`config.mk`:
```
export PLATFORM = sky130hd
export DESIGN_NAME = level_meter_multi
export DESIGN_NICKNAME = d
export VERILOG_FILES = /design/src/rtl/level_meter_multi.sv
export SDC_FILE = /design/constraint.sdc
export NUM_CORES = 2
export LEC_CHECK = 0
export CORE_ASPECT_RATIO = 1.1
export CORE_UTILIZATION = 70
export CTS_CLUSTER_DIAMETER = 150
export DETAILED_ROUTE_END_ITERATION = 6
export GPL_ROUTABILITY_DRIVEN = 1
export PLACE_DENSITY = 0.91
export SYNTH_ARGS = -nofsm -noshare
export SYNTH_HDL_FRONTEND = slang
export SYNTH_SLANG_ARGS = --single-unit
```
`constraint.sdc`:
```
create_clock -name clk_48 -period 12.63 [get_ports clk_48]
set_input_delay 2.526 -clock clk_48 [delete_from_list [all_inputs] [get_ports clk_48]]
set_output_delay 2.526 -clock clk_48 [all_outputs]
set_load 0.01 [all_outputs]
```
`src/rtl/level_meter_multi.sv`:
```
// Multi-channel mean-square level meter: per-window power -> dBFS tenths -> shared BCD converter.
// Optional peak hold on the displayed value: define LEVEL_PEAK_HOLD_EN.
module level_meter_multi #(
    parameter int unsigned WIDTH        = 16,
    parameter int unsigned CHANNELS     = 2,
    parameter int unsigned WINDOW_LOG2  = 13,
    parameter int unsigned HOLD_WINDOWS = 4
) (
    input  logic                      clk_48,
    input  logic                      reset_n,
    input  logic                      in_valid,
    input  logic [CHANNELS*WIDTH-1:0] in_data,
    input  logic                      clear,
    output logic [CHANNELS*4-1:0]     num2,
    output logic [CHANNELS*4-1:0]     num1,
    output logic [CHANNELS*4-1:0]     num0,
    output logic [CHANNELS-1:0]       neg,
    output logic                      update,
    output logic                      busy,
    output logic                      overrun
);
    localparam int unsigned SqW  = 2 * WIDTH;
    localparam int unsigned AccW = SqW + WINDOW_LOG2;
    localparam int unsigned CntW = WINDOW_LOG2 + 1;
    localparam int unsigned PosW = $clog2(SqW);
    localparam int unsigned LogW = PosW + 4;
    localparam int unsigned ChW  = (CHANNELS > 1) ? $clog2(CHANNELS) : 1;

    localparam logic [CntW-1:0] CntLast  = CntW'((1 << WINDOW_LOG2) - 1);
    localparam logic [PosW-1:0] TopPos   = PosW'(SqW - 1);
    localparam logic [ChW-1:0]  ChLast   = ChW'(CHANNELS - 1);
    localparam int              FullScaleL = 32 * (int'(WIDTH) - 1);
    localparam int              FloorT   = -999;

    if (WIDTH < 8 || WIDTH > 24) begin : gen_bad_width
        $error("WIDTH must be 8..24");
    end
    if (CHANNELS < 1 || CHANNELS > 8) begin : gen_bad_channels
        $error("CHANNELS must be 1..8");
    end
    if (WINDOW_LOG2 < 6 || WINDOW_LOG2 > 16) begin : gen_bad_window
        $error("WINDOW_LOG2 must be 6..16");
    end
    if (HOLD_WINDOWS < 1) begin : gen_bad_hold
        $error("HOLD_WINDOWS must be at least 1");
    end

    typedef enum logic [2:0] {StIdle, StLog, StScale, StBcd, StDone} state_e;

    state_e          state_q, state_d;
    logic [AccW-1:0] acc_q   [CHANNELS];
    logic [AccW-1:0] acc_sum [CHANNELS];
    logic [SqW-1:0]  ms_q    [CHANNELS];
    logic [CntW-1:0] cnt_q;
    logic            win_end, take_snap;

    logic [ChW-1:0]  ch_q, ch_d;
    logic [LogW-1:0] l_q, l_d;
    logic            zero_q, zero_d;
    logic [9:0]      m_q, m_d;
    logic [3:0]      d2_q, d2_d, d1_q, d1_d;
    logic            sgn_q, sgn_d;
    logic            res_we;

    logic [3:0]          res2_q [CHANNELS];
    logic [3:0]          res1_q [CHANNELS];
    logic [3:0]          res0_q [CHANNELS];
    logic [CHANNELS-1:0] resneg_q;

    logic [SqW-1:0]  ms_cur, ms_norm;
    logic [PosW-1:0] msb_pos;
    logic [3:0]      frac;
    int              t_raw, t_lim, t_out;

    // Squares are non-negative and below 2^(2*WIDTH-1), so the low product bits are exact.
    for (genvar c = 0; c < CHANNELS; c++) begin : gen_sq
        logic [SqW-1:0] ext, sq;
        assign ext        = SqW'($signed(in_data[c*WIDTH +: WIDTH]));
        assign sq         = ext * ext;
        assign acc_sum[c] = acc_q[c] + AccW'(sq);
    end

    assign win_end   = in_valid && !clear && (cnt_q == CntLast);
    assign take_snap = win_end && (state_q == StIdle);

    always_ff @(posedge clk_48 or negedge reset_n) begin
        if (!reset_n) begin
            cnt_q   <= '0;
            overrun <= 1'b0;
            for (int c = 0; c < CHANNELS; c++) begin
                acc_q[c] <= '0;
                ms_q[c]  <= '0;
            end
        end else begin
            if (clear || win_end) begin
                cnt_q <= '0;
                for (int c = 0; c < CHANNELS; c++) acc_q[c] <= '0;
            end else if (in_valid) begin
                cnt_q <= cnt_q + 1'b1;
                for (int c = 0; c < CHANNELS; c++) acc_q[c] <= acc_sum[c];
            end
            if (take_snap) begin
                for (int c = 0; c < CHANNELS; c++) ms_q[c] <= acc_sum[c][AccW-1:WINDOW_LOG2];
            end
            if (win_end && (state_q != StIdle)) overrun <= 1'b1;
        end
    end

    // Log2 estimate: MSB position plus four mantissa bits taken after normalising.
    assign ms_cur = ms_q[ch_q];

    always_comb begin
        msb_pos = '0;
        for (int i = 0; i < SqW; i++) begin
            if (ms_cur[i]) msb_pos = PosW'(i);
        end
        ms_norm = ms_cur << (TopPos - msb_pos);
        frac    = 4'(ms_norm >> (SqW - 5));
    end

    // 1927/1024 ~= 10*log10(2)*(16/... ) scaling of the 1/16-octave log to tenths of a dB.
    always_comb begin
        t_raw = ((int'(l_q) - FullScaleL) * 1927) >>> 10;
        if (zero_q || (t_raw < FloorT)) begin
            t_lim = FloorT;
        end else if (t_raw > 0) begin
            t_lim = 0;
        end else begin
            t_lim = t_raw;
        end
    end

`ifdef LEVEL_PEAK_HOLD_EN
    localparam int unsigned HoldW = $clog2(HOLD_WINDOWS + 1);

    logic signed [10:0] held_q [CHANNELS];
    logic [HoldW-1:0]   hcnt_q [CHANNELS];
    logic               hold_load;

    always_comb begin
        hold_load = (t_lim >= int'(held_q[ch_q])) || (hcnt_q[ch_q] == '0);
        t_out     = hold_load ? t_lim : int'(held_q[ch_q]);
    end

    always_ff @(posedge clk_48 or negedge reset_n) begin
        if (!reset_n) begin
            for (int c = 0; c < CHANNELS; c++) begin
                held_q[c] <= 11'(FloorT);
                hcnt_q[c] <= '0;
            end
        end else if (state_q == StScale) begin
            if (hold_load) begin
                held_q[ch_q] <= 11'(t_lim);
                hcnt_q[ch_q] <= HoldW'(HOLD_WINDOWS);
            end else begin
                hcnt_q[ch_q] <= hcnt_q[ch_q] - 1'b1;
            end
        end
    end
`else
    always_comb t_out = t_lim;
`endif

    always_comb begin
        state_d = state_q;
        ch_d    = ch_q;
        l_d     = l_q;
        zero_d  = zero_q;
        m_d     = m_q;
        d2_d    = d2_q;
        d1_d    = d1_q;
        sgn_d   = sgn_q;
        res_we  = 1'b0;
        case (state_q)
            StIdle: begin
                if (take_snap) begin
                    state_d = StLog;
                    ch_d    = '0;
                end
            end
            StLog: begin
                l_d     = {msb_pos, frac};
                zero_d  = (ms_cur == '0);
                state_d = StScale;
            end
            StScale: begin
                sgn_d   = (t_out < 0);
                m_d     = 10'(-t_out);
                d2_d    = '0;
                d1_d    = '0;
                state_d = StBcd;
            end
            StBcd: begin
                if (m_q >= 10'd100) begin
                    m_d  = m_q - 10'd100;
                    d2_d = d2_q + 1'b1;
                end else if (m_q >= 10'd10) begin
                    m_d  = m_q - 10'd10;
                    d1_d = d1_q + 1'b1;
                end else begin
                    res_we = 1'b1;
                    if (ch_q == ChLast) begin
                        state_d = StDone;
                    end else begin
                        ch_d    = ch_q + 1'b1;
                        state_d = StLog;
                    end
                end
            end
            StDone:  state_d = StIdle;
            default: state_d = StIdle;
        endcase
    end

    always_ff @(posedge clk_48 or negedge reset_n) begin
        if (!reset_n) begin
            state_q  <= StIdle;
            ch_q     <= '0;
            l_q      <= '0;
            zero_q   <= 1'b0;
            m_q      <= '0;
            d2_q     <= '0;
            d1_q     <= '0;
            sgn_q    <= 1'b0;
            resneg_q <= '0;
            num2     <= '0;
            num1     <= '0;
            num0     <= '0;
            neg      <= '0;
            for (int c = 0; c < CHANNELS; c++) begin
                res2_q[c] <= '0;
                res1_q[c] <= '0;
                res0_q[c] <= '0;
            end
        end else begin
            state_q <= state_d;
            ch_q    <= ch_d;
            l_q     <= l_d;
            zero_q  <= zero_d;
            m_q     <= m_d;
            d2_q    <= d2_d;
            d1_q    <= d1_d;
            sgn_q   <= sgn_d;
            if (res_we) begin
                res2_q[ch_q]   <= d2_q;
                res1_q[ch_q]   <= d1_q;
                res0_q[ch_q]   <= m_q[3:0];
                resneg_q[ch_q] <= sgn_q;
            end
            // All channels change together so the display never shows a mixed set.
            if (state_q == StDone) begin
                for (int c = 0; c < CHANNELS; c++) begin
                    num2[c*4 +: 4] <= res2_q[c];
                    num1[c*4 +: 4] <= res1_q[c];
                    num0[c*4 +: 4] <= res0_q[c];
                end
                neg <= resneg_q;
            end
        end
    end

    assign update = (state_q == StDone);
    assign busy   = (state_q != StIdle);

endmodule

```
**Sequential cells grouped by signal name**

The bar under the picture is 50 um long. Other sequential cells in the stronger gray, the rest of the logic in the fainter gray.
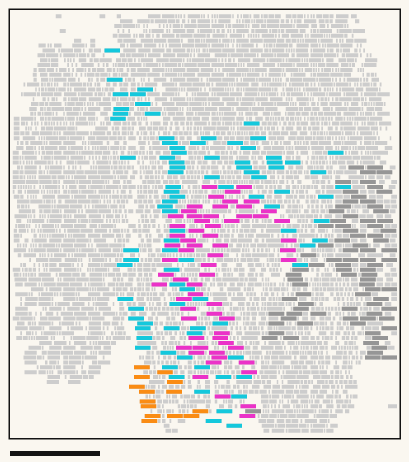
Magenta is ms_q, placed flops 64. Orange is cnt_q, placed flops 14. Cyan is acc_q, placed flops 90.

==> out/qor.yml <==
die:
  die-height_um: 238.8
  core_area_um2: 50250
  row_count: 86
  fp_util: 0.7102
  boundaryPins: 65
  chip_area_um2: 51890
  die_w_um: 217.3
place:
  dpl_cell_area_um2: 36930
  hpwl_um: 65180
  port_buffers: 64
  gp_congestion: 0.9435
clock_tree:
  hold_buffers: 0
  cts_root_buf: "clkbuf_16"
  htreeDepth: 1
  post_cts_buffers: 0
  cts_buffers: 26
  cts_sinks: 254
  cts_buffer_depth: 3
  clock_latency_ps: 580
  cts_tree: "yes"
  ctsResizeCount: 0
  path_clk_slew_ps: 60
min_path:
  hold_path_depth: 1
  holdCritPathClass: "flip-flop to flip-flop"
  hold_start: "overrun"
sta:
  maxSlewHeadroom: 0.1931
  rsz0062_at_grt: "no"
  fin_worst_skew_ps: 27.92
  post-route-min-period_ps: 11520
  fin_crit_sh: 0.9123
  finalMaxSlewViolations: 0
  setup_violations: 0
  hold_violations: 0
  worst_pin_slew_ps: 1180
  fin_setup_tns_ps: 0
  max_freq_ghz: 0.08679
drt:
  postRouteAntennaNets: 0
  first_pass_iters: 7
  first_iter_violations: 1896
  wirelength_um: 80810
  viasPerCell: 5.989
  wire_per_inst_um: 17.67
  drc: 1
  vias: 27390
critical_path:
  critical-path-slowest-cell: "clkdlybuf4s50_1"
  rr_endpoint: "m_q[8]"
  ff2ff_setup_slack_ps: 4750
  rr_worst_depth: 27
  criticalPathCategory: "input port to flip-flop"
  startpoint_type: "input port"
  crit_path_end_kind: "flip-flop"
  critPathMaxFanout: 17
  crit_top_cell: "fa_1"
  endpoint: "acc_q[86]"
  arrival_ps: 12020
  rr_startpoint: "l_q[6]"
  critPathMaxStageDelay_ps: 880
  critical_path.startpoint: "in_data[12]"
  crit_required_ps: 13120
cells_and_area:
  insertedDiodeCount: 0
  drive_above_1_share: 0.05161
  final_common_cell: "inv_1"
  final_area_um2: 37750
  fin_nets: 4750
  area_delta_synth_final_pct: 5.785
  lay_top_cells: "768 x inv_1, 500 x fa_1, 409 x nand2_1, 320 x ha_1, 253 x dfrtp_1"
synth:
  synth-warning-count: 0
  synth_top_flop_cell: "dfrtp_1"
  async_flop_share: 1.000
  edf_count: 0
  avgSynthCellArea_um2: 9.188
  netlist_area_um2: 35690
  yosys.cell_types.count: 95
  synth-seq-cells: 254
  ys_seq_frac: 0.1781
  netlist_instances: 3884
  syn-num-nets: 4740
  yosys_area_um2: 35690
  ys_cells: 3884
outcome:
  violations: "design-rule violations"
  status: "complete, but fails checks"
global_route:
  antenna_found_initial: 0
  grt-ovfl-total: 0
  grt_pass1_vias: 28850
  track_usage: 0.3234
  grt_pass1_wl_um: 136600
  grt_max_degree: 101
flow_run:
  warning_count: 56
  max_cap_viol_count: 0
**Logic cells by family**

The bar under the picture is 50 um long.
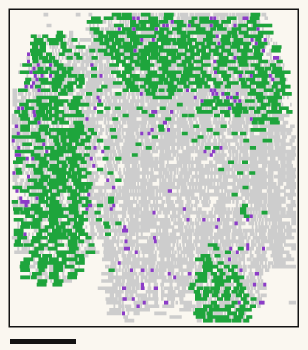
Purple is and/or cells, cells 166, most used and2_1, where spread over the die. Green is fa/ha/maj cells, cells 820, most used fa_1, where spread over the die.

==> synthesized netlist by cell type, types with 50 or more instances <==
library cell	number	area share
a21o_1	61	0.013
a21oi_1	151	0.021
and2_1	95	0.017
clkbuf_1	94	0.0099
dfrtp_1	254	0.18
fa_1	500	0.28
ha_1	320	0.11
inv_1	768	0.081
mux2_2	66	0.021
nand2_1	410	0.043
nand3_1	57	0.0080
nor2_1	201	0.021
nor3_1	50	0.0070
o21ai_0	144	0.020
xnor2_1	125	0.031
xor2_1	72	0.018
==> layer usage <==
metal | up-vias | global-route usage | share of wire | routed length [um]
met1 | 13660 | 0.3878 | 0.38 | 30790
met5 | - | 0 | 0 | 0
li1 | 12520 | - | - | -
met2 | 949 | 0.5882 | 0.53 | 42510
met3 | 269 | 0.03372 | 0.050 | 4034
met4 | 0 | 0.1396 | 0.043 | 3484
==> area by class of cell <==
class	count	area, um^2
clock buffer	32	673.1
clock inverter	16	146.4
fill	3214	12500
inverter	769	2887
multi-input combinational	2745	25960
sequential	254	6357
tap	660	825.8
timing repair buffer	98	900.9
==> stage by stage <==
step | setup slack [ps] | instances | hold WS, ps | util
detailed placement | 555.8 | 4526 | 465.1 | 0.7349
global route | 478.4 | 4574 | 484.4 | 0.7513
finish | 1108 | 4574 | 470.0 | 0.7513
global placement | 820.4 | 4526 | 452.4 | 0.7349
floorplan | 1781 | 3884 | 444.4 | -
CTS | 1154 | 4574 | 479.4 | 0.7513
==> sequential cells by signal, indices dropped and copies added (netlist names), 2 cells and up <==
name / flops
d2_q: 4
num0: 8
neg: 2
res1_q: 8
num2: 8
state_q: 3
res0_q: 8
cnt_q: 14
ms_q: 64
d1_q: 4
num1: 8
acc_q: 90
resneg_q: 2
l_q: 9
res2_q: 8
m_q: 10
==> critical path, delay by kind of cell <==
family / cells / cell delay (ps)
adders and majority gates: 8 / 3780
AOI/OAI and AO/OA: 12 / 2620
and+or+nand+nor: 8 / 1870
buffers and inverters: 5 / 1140
xor gates and xnor gates: 1 / 80
==> kinds of logic after synthesis <==
group	Yosys count	synth area share
and+or+nand+nor	986	0.1278
xor gates and xnor gates	197	0.04835
buffers and inverters	885	0.09512
DFF	254	0.1781
AOI/OAI and AO/OA	624	0.1177
adders and majority gates	820	0.3927
muxes	118	0.04018
==> worst min-delay path by stage <==
stage                endpoint  slack (ps)
finish                overrun         470
global route          overrun         480
CTS                   overrun         480
detailed placement    overrun         470
global placement      overrun         450
floorplan           res0_q[1]         440
